Fig. 1: the metal 2 layer
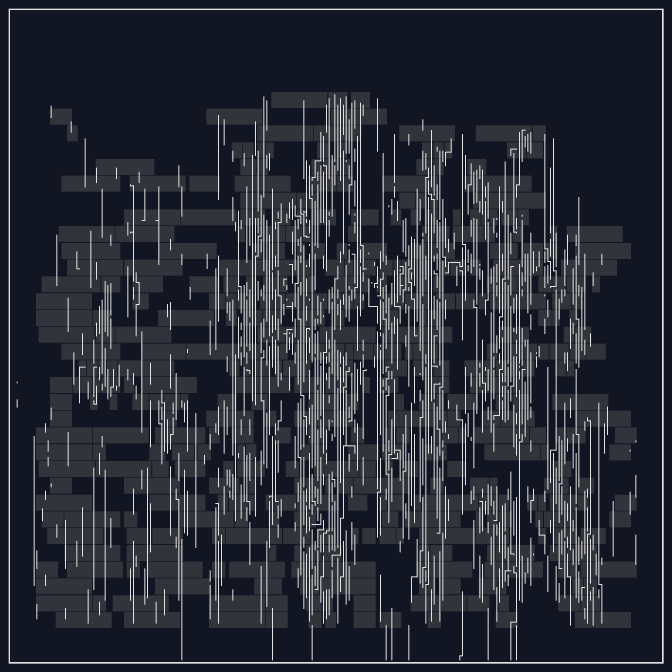
Fig. 2: placement by cell class
Bar = 20 um.
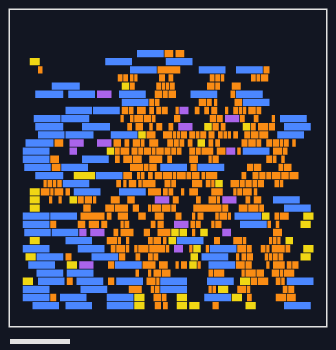
Fig. 3: cell placement
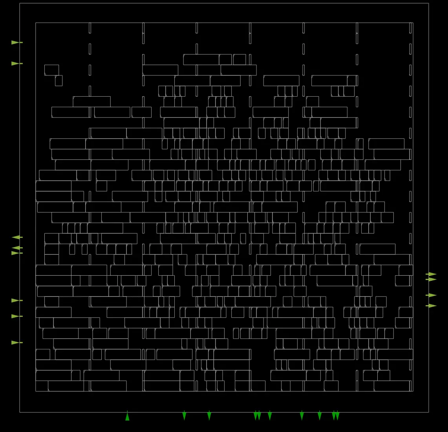
Fig. 4: logic cells by family
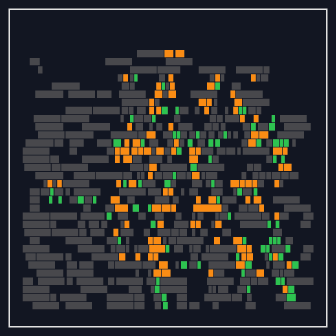
**src/rtl/whack_a_mole_game_if.sv**
```systemverilog
// Player-input and game-status bundle between the whack-a-mole game core and
// its surroundings (buttons in, VGA/HEX status out).
interface whack_a_mole_game_if;
    logic       start;
    logic [3:0] whack;
    logic [1:0] mole_index;
    logic       mole_visible;
    logic [7:0] score;
    logic [2:0] misses;
    logic       game_over;

    modport master (
        input  start, whack,
        output mole_index, mole_visible, score, misses, game_over
    );

    modport slave (
        output start, whack,
        input  mole_index, mole_visible, score, misses, game_over
    );
endinterface

```
**src/rtl/whack_a_mole_game.sv**
```systemverilog
// Whack-a-mole game core: LFSR-driven mole choice, mole/gap window timing,
// button synchronisation, scoring and miss tracking.
module whack_a_mole_game #(
    parameter int          MOLE_CYCLES = 50000000,
    parameter int          GAP_CYCLES  = 12500000,
    parameter int          MAX_MISSES  = 3,
    parameter logic [15:0] LFSR_SEED   = 16'hACE1
) (
    input logic                 CLOCK_50,
    input logic                 reset,
    whack_a_mole_game_if.master bus
);
    typedef enum logic [1:0] {IDLE, SHOW, GAP, OVER} state_t;

    localparam int T_MAX = (MOLE_CYCLES > GAP_CYCLES) ? MOLE_CYCLES : GAP_CYCLES;
    localparam int TW    = (T_MAX > 2) ? $clog2(T_MAX) : 1;
    localparam logic [TW-1:0] MOLE_LOAD = TW'(MOLE_CYCLES - 1);
    localparam logic [TW-1:0] GAP_LOAD  = TW'(GAP_CYCLES - 1);

    // bit 4 = start, bits 3:0 = whack; the pulse is registered once more
    // so a press sampled at edge N acts on the state at edge N+3
    logic [4:0] s1_q, s2_q, s3_q, pulse_q, pulse_d;

    always_ff @(posedge CLOCK_50 or posedge reset) begin
        if (reset) begin
            s1_q    <= '0;
            s2_q    <= '0;
            s3_q    <= '0;
            pulse_q <= '0;
        end else begin
            s1_q    <= {bus.start, bus.whack};
            s2_q    <= s1_q;
            s3_q    <= s2_q;
            pulse_q <= pulse_d;
        end
    end

    always_comb pulse_d = s2_q & ~s3_q;

    logic       start_p;
    logic [3:0] whack_p;
    assign start_p = pulse_q[4];
    assign whack_p = pulse_q[3:0];

    state_t        state_q, state_d;
    logic [TW-1:0] timer_q, timer_d;
    logic [15:0]   lfsr_q, lfsr_d;
    logic [1:0]    mole_index_q, mole_index_d;
    logic [7:0]    score_q, score_d;
    logic [2:0]    misses_q, misses_d;
    logic          mole_visible_q, mole_visible_d;
    logic          game_over_q, game_over_d;

    logic [1:0] cand, next_mole;
    logic       hit, wrong, timeout;

    always_comb begin
        state_d      = state_q;
        timer_d      = timer_q;
        mole_index_d = mole_index_q;
        score_d      = score_q;
        misses_d     = misses_q;
        lfsr_d       = {lfsr_q[0] ^ lfsr_q[2] ^ lfsr_q[3] ^ lfsr_q[5], lfsr_q[15:1]};

        cand      = lfsr_q[1:0];
        next_mole = (cand == mole_index_q) ? cand + 2'd1 : cand;
        hit       = whack_p[mole_index_q];
        wrong     = |(whack_p & ~(4'b0001 << mole_index_q));
        timeout   = (timer_q == '0);

        case (state_q)
            IDLE, OVER: begin
                if (start_p) begin
                    score_d      = '0;
                    misses_d     = '0;
                    mole_index_d = next_mole;
                    timer_d      = MOLE_LOAD;
                    state_d      = SHOW;
                end
            end
            SHOW: begin
                if (!timeout) timer_d = timer_q - TW'(1);
                // a hit wins over a simultaneous wrong press or timeout
                if (hit) begin
                    score_d = (score_q == 8'hFF) ? score_q : score_q + 8'd1;
                    timer_d = GAP_LOAD;
                    state_d = GAP;
                end else if (wrong || timeout) begin
                    misses_d = misses_q + 3'd1;
                    if (misses_d == 3'(MAX_MISSES)) begin
                        state_d = OVER;
                    end else begin
                        timer_d = GAP_LOAD;
                        state_d = GAP;
                    end
                end
            end
            GAP: begin
                if (timeout) begin
                    mole_index_d = next_mole;
                    timer_d      = MOLE_LOAD;
                    state_d      = SHOW;
                end else begin
                    timer_d = timer_q - TW'(1);
                end
            end
            default: state_d = IDLE;
        endcase

        mole_visible_d = (state_d == SHOW);
        game_over_d    = (state_d == OVER);
    end

    always_ff @(posedge CLOCK_50 or posedge reset) begin
        if (reset) begin
            state_q        <= IDLE;
            timer_q        <= '0;
            lfsr_q         <= LFSR_SEED;
            mole_index_q   <= '0;
            score_q        <= '0;
            misses_q       <= '0;
            mole_visible_q <= 1'b0;
            game_over_q    <= 1'b0;
        end else begin
            state_q        <= state_d;
            timer_q        <= timer_d;
            lfsr_q         <= lfsr_d;
            mole_index_q   <= mole_index_d;
            score_q        <= score_d;
            misses_q       <= misses_d;
            mole_visible_q <= mole_visible_d;
            game_over_q    <= game_over_d;
        end
    end

    assign bus.mole_index   = mole_index_q;
    assign bus.mole_visible = mole_visible_q;
    assign bus.score        = score_q;
    assign bus.misses       = misses_q;
    assign bus.game_over    = game_over_q;
endmodule

```
**src/flat_wrapper.sv**
```systemverilog
// flat-port wrapper written by rule: the top's interface ports become plain ports
module whack_a_mole_game_flat 
#(
    parameter int          MOLE_CYCLES = 50000000,
    parameter int          GAP_CYCLES  = 12500000,
    parameter int          MAX_MISSES  = 3,
    parameter logic [15:0] LFSR_SEED   = 16'hACE1
)
  (CLOCK_50, reset, bus_start, bus_whack, bus_mole_index, bus_mole_visible, bus_score, bus_misses, bus_game_over);
  whack_a_mole_game_if bus_i ();
  input logic CLOCK_50;
  input logic reset;
  input wire logic [$bits(bus_i.start)-1:0] bus_start;
  input wire logic [$bits(bus_i.whack)-1:0] bus_whack;
  output wire logic [$bits(bus_i.mole_index)-1:0] bus_mole_index;
  output wire logic [$bits(bus_i.mole_visible)-1:0] bus_mole_visible;
  output wire logic [$bits(bus_i.score)-1:0] bus_score;
  output wire logic [$bits(bus_i.misses)-1:0] bus_misses;
  output wire logic [$bits(bus_i.game_over)-1:0] bus_game_over;
  assign bus_i.start = bus_start;
  assign bus_i.whack = bus_whack;
  assign bus_mole_index = bus_i.mole_index;
  assign bus_mole_visible = bus_i.mole_visible;
  assign bus_score = bus_i.score;
  assign bus_misses = bus_i.misses;
  assign bus_game_over = bus_i.game_over;
  whack_a_mole_game #(.MOLE_CYCLES(MOLE_CYCLES), .GAP_CYCLES(GAP_CYCLES), .MAX_MISSES(MAX_MISSES), .LFSR_SEED(LFSR_SEED)) u_core (.CLOCK_50(CLOCK_50), .reset(reset), .bus(bus_i));
endmodule
```
**config.mk**
```make
export PLATFORM = sky130hd
export DESIGN_NAME = whack_a_mole_game_flat
export DESIGN_NICKNAME = d
export VERILOG_FILES = /design/src/rtl/whack_a_mole_game_if.sv /design/src/rtl/whack_a_mole_game.sv /design/src/flat_wrapper.sv
export SDC_FILE = /design/constraint.sdc
export NUM_CORES = 1
export LEC_CHECK = 0
export CORE_MARGIN = 4
export CORE_UTILIZATION = 45
export CTS_CLUSTER_SIZE = 12
export DETAILED_ROUTE_END_ITERATION = 8
export MAX_ROUTING_LAYER = met4
export PLACE_DENSITY = 0.66
export SKIP_LAST_GASP = 1
export SLEW_MARGIN = 25
export SYNTH_ARGS = -nofsm -noshare
export SYNTH_HDL_FRONTEND = slang
export SYNTH_SLANG_ARGS = --single-unit
export TNS_END_PERCENT = 100
```
**constraint.sdc**
```tcl
create_clock -name CLOCK_50 -period 3 [get_ports CLOCK_50]
set_input_delay 0.6 -clock CLOCK_50 [delete_from_list [all_inputs] [get_ports CLOCK_50]]
set_output_delay 0.6 -clock CLOCK_50 [all_outputs]
set_load 0.03 [all_outputs]
```
==> run notes <==
* **hold_buf cts** 0
* **setup slack on the worst flop-to-flop path** 0.30 ns
* **most instantiated flip-flop cell in the synthesis netlist** sky130_fd_sc_hd__dfrtp_1
* **detail-routed net length per standard cell** 17.3 um
* **Crit. End Element** flop
* **HPWL after detailed placement** 7550 um
* **worst reg2reg path endpoint** u_core.timer_q[20]
* **outcome** finished, final reports clean
* **all-layer global routing usage** 0.205
* **Crit path required time** 3.24 ns
* **Adder Share, Synth** 0.0233
* **total met2 wirelength after detailed routing** 4940 um
* **average cell area after synthesis** 9.46 um^2
* **arrival time reported for the critical path endpoint** 2.95 ns
* **buffers and inverters on the worst path** 2
* **XOR/XNOR Area Share** 0.0224
* **met3 layer wire length in the routed design** 734 um
* **total CTS buffers** 9
* **PD cells** 1010 nW/um^2
* **clock tree from TritonCTS** yes
* **gpl congestion** 0.999
* **detailed-route wire length on metal 1** 4710 um
* **post-synth area from yosys stat** 4290 um^2
* **vias in the first global route** 3518
* **max cap viols** 0
* **Worst Path Max Fanout** 20
* **Post-Syn Nets** 469
* **# port buffers** 21
* **area of placed instances** 4700 um^2
* **period utilisation layout** 0.902
* **Fmax** 370 MHz
* **DRC** 0
* **internal power contribution** 0.00263 W
* **post-placement setup slack** 0.391 ns
* **Post-synth EDFFs** 0
* **routed vias/inst** 6.08
* **P_leak** 1.97 nW
* **final clock skew** 0.0154 ns
* **Critical Path Sink** u_core.timer_q[20]
* **tool warnings** 29
* **Worst path depth** 9
* **setup TNS** 0 ns
* **Clock Tree Root** sky130_fd_sc_hd__clkbuf_8
* **CTS H-tree lvls** 3
* **NumNets Final** 492
* **beginning of the critical path** u_core.timer_q[0]
* **number of hold violations in the final report** 0
* **end-of-flow core utilization** 0.526
* **slowest stage cell on the critical path** sky130_fd_sc_hd__dfrtp_1
* **post-synthesis register bit count** 79
* **summed instance area of the synthesized netlist** 4290 um^2
* **cells on worst reg2reg path** 9
* **largest buffer count on any clock path** 2
* **max-slew violation count** 0
* **clock-pin slew on the worst setup and hold paths** 0.09 ns
* **combinational group share of total power** 0.521
* **post-detailed-routing wire length** 10600 um
* **largest register by flop count** u_core.timer_q
* **Detailed Routing Iterations Pass 1** 5
* **final worst hold slack** 0.355 ns
* **die height** 106 um
* **I/O pins** 22
* **maximum VDD drop** 0.443 mV
* **fraction of layout cells with a size suffix above 1** 0.133
* **critical path startpoint category** flop
* **Post-DRT Antenna Nets** 0
* **post-route standard cell area excluding fillers** 4880 um^2
* **GR Util met1** 0.273
* **share of total power consumed by net switching** 0.467
* **met2 usage in global routing** 0.315
* **Cell Rows** 35
* **fin crit period** 2.70 ns
* **Initial Util** 0.463
* **combinational-cell power consumption** 0.00257 W
* **kind of cell adding the most delay to the critical path** simple AND/OR/NAND/NOR gates
* **synth top area cells** sky130_fd_sc_hd__dfrtp_1, sky130_fd_sc_hd__dfstp_2, sky130_fd_sc_hd__nand2_1
* **top power group** combinational cells
-- Fig. 1 (at the start) --
- share of all routed wire: 47%
- nets with wire on the layer: 422
- main direction: vertical
- longest straight run: 41.5 um

-- Fig. 2 (at the start) --
- yellow: other buffers and delay cells (cells 39)
- blue: flip-flops (cells 79)
- orange: all other logic (cells 348)
- purple: clock drivers and dummy loads (cells 16)

-- Fig. 3 (at the start) --
Seq area share: 0.407
core outline area: 9280 um^2
final cell count without fillers: 611

-- Fig. 4 (at the start) --
- green: NAND gates (cells 76; most used nand2_1)
- orange: inverting AOI/OAI gates (cells 101; most used a21oi_1)

-- cells in the final DEF (no fill, tap or decap), types with 4 or more instances in the layout --
master / n
sky130_fd_sc_hd__dfrtp_1: 71
sky130_fd_sc_hd__nand2_1: 45
sky130_fd_sc_hd__a21oi_1: 30
sky130_fd_sc_hd__nor2_1: 28
sky130_fd_sc_hd__o21ai_0: 23
sky130_fd_sc_hd__nor3_1: 22
sky130_fd_sc_hd__clkdlybuf4s50_1: 21
sky130_fd_sc_hd__nand3_1: 18
sky130_fd_sc_hd__buf_4: 17
sky130_fd_sc_hd__nor4_1: 13
sky130_fd_sc_hd__inv_1: 11
sky130_fd_sc_hd__a211oi_1: 10
sky130_fd_sc_hd__clkbuf_8: 10
sky130_fd_sc_hd__xnor2_1: 9
sky130_fd_sc_hd__ha_1: 8
sky130_fd_sc_hd__dfstp_2: 8
sky130_fd_sc_hd__nand2b_1: 7
sky130_fd_sc_hd__or3_1: 7
sky130_fd_sc_hd__and2_1: 6
sky130_fd_sc_hd__a211o_1: 6
sky130_fd_sc_hd__nor2b_1: 6
sky130_fd_sc_hd__mux2i_1: 5
sky130_fd_sc_hd__or4_1: 5
sky130_fd_sc_hd__a31oi_1: 5
sky130_fd_sc_hd__a21o_1: 5
sky130_fd_sc_hd__nand4_1: 4
sky130_fd_sc_hd__or2_2: 4
sky130_fd_sc_hd__o311ai_0: 4
sky130_fd_sc_hd__o31ai_1: 4
-- cell type report --
type                            instances  area (um^2)
Tap cell                              129          161
Multi-Input combinational cell        334         2130
Inverter                               14         56.3
Clock inverter                          6         50.0
Clock buffer                           10          138
Timing Repair Buffer                   39          358
Fill cell                             858         4400
Sequential cell                        79         1990
No activity file was given, so power comes from the tool's default toggle rates.
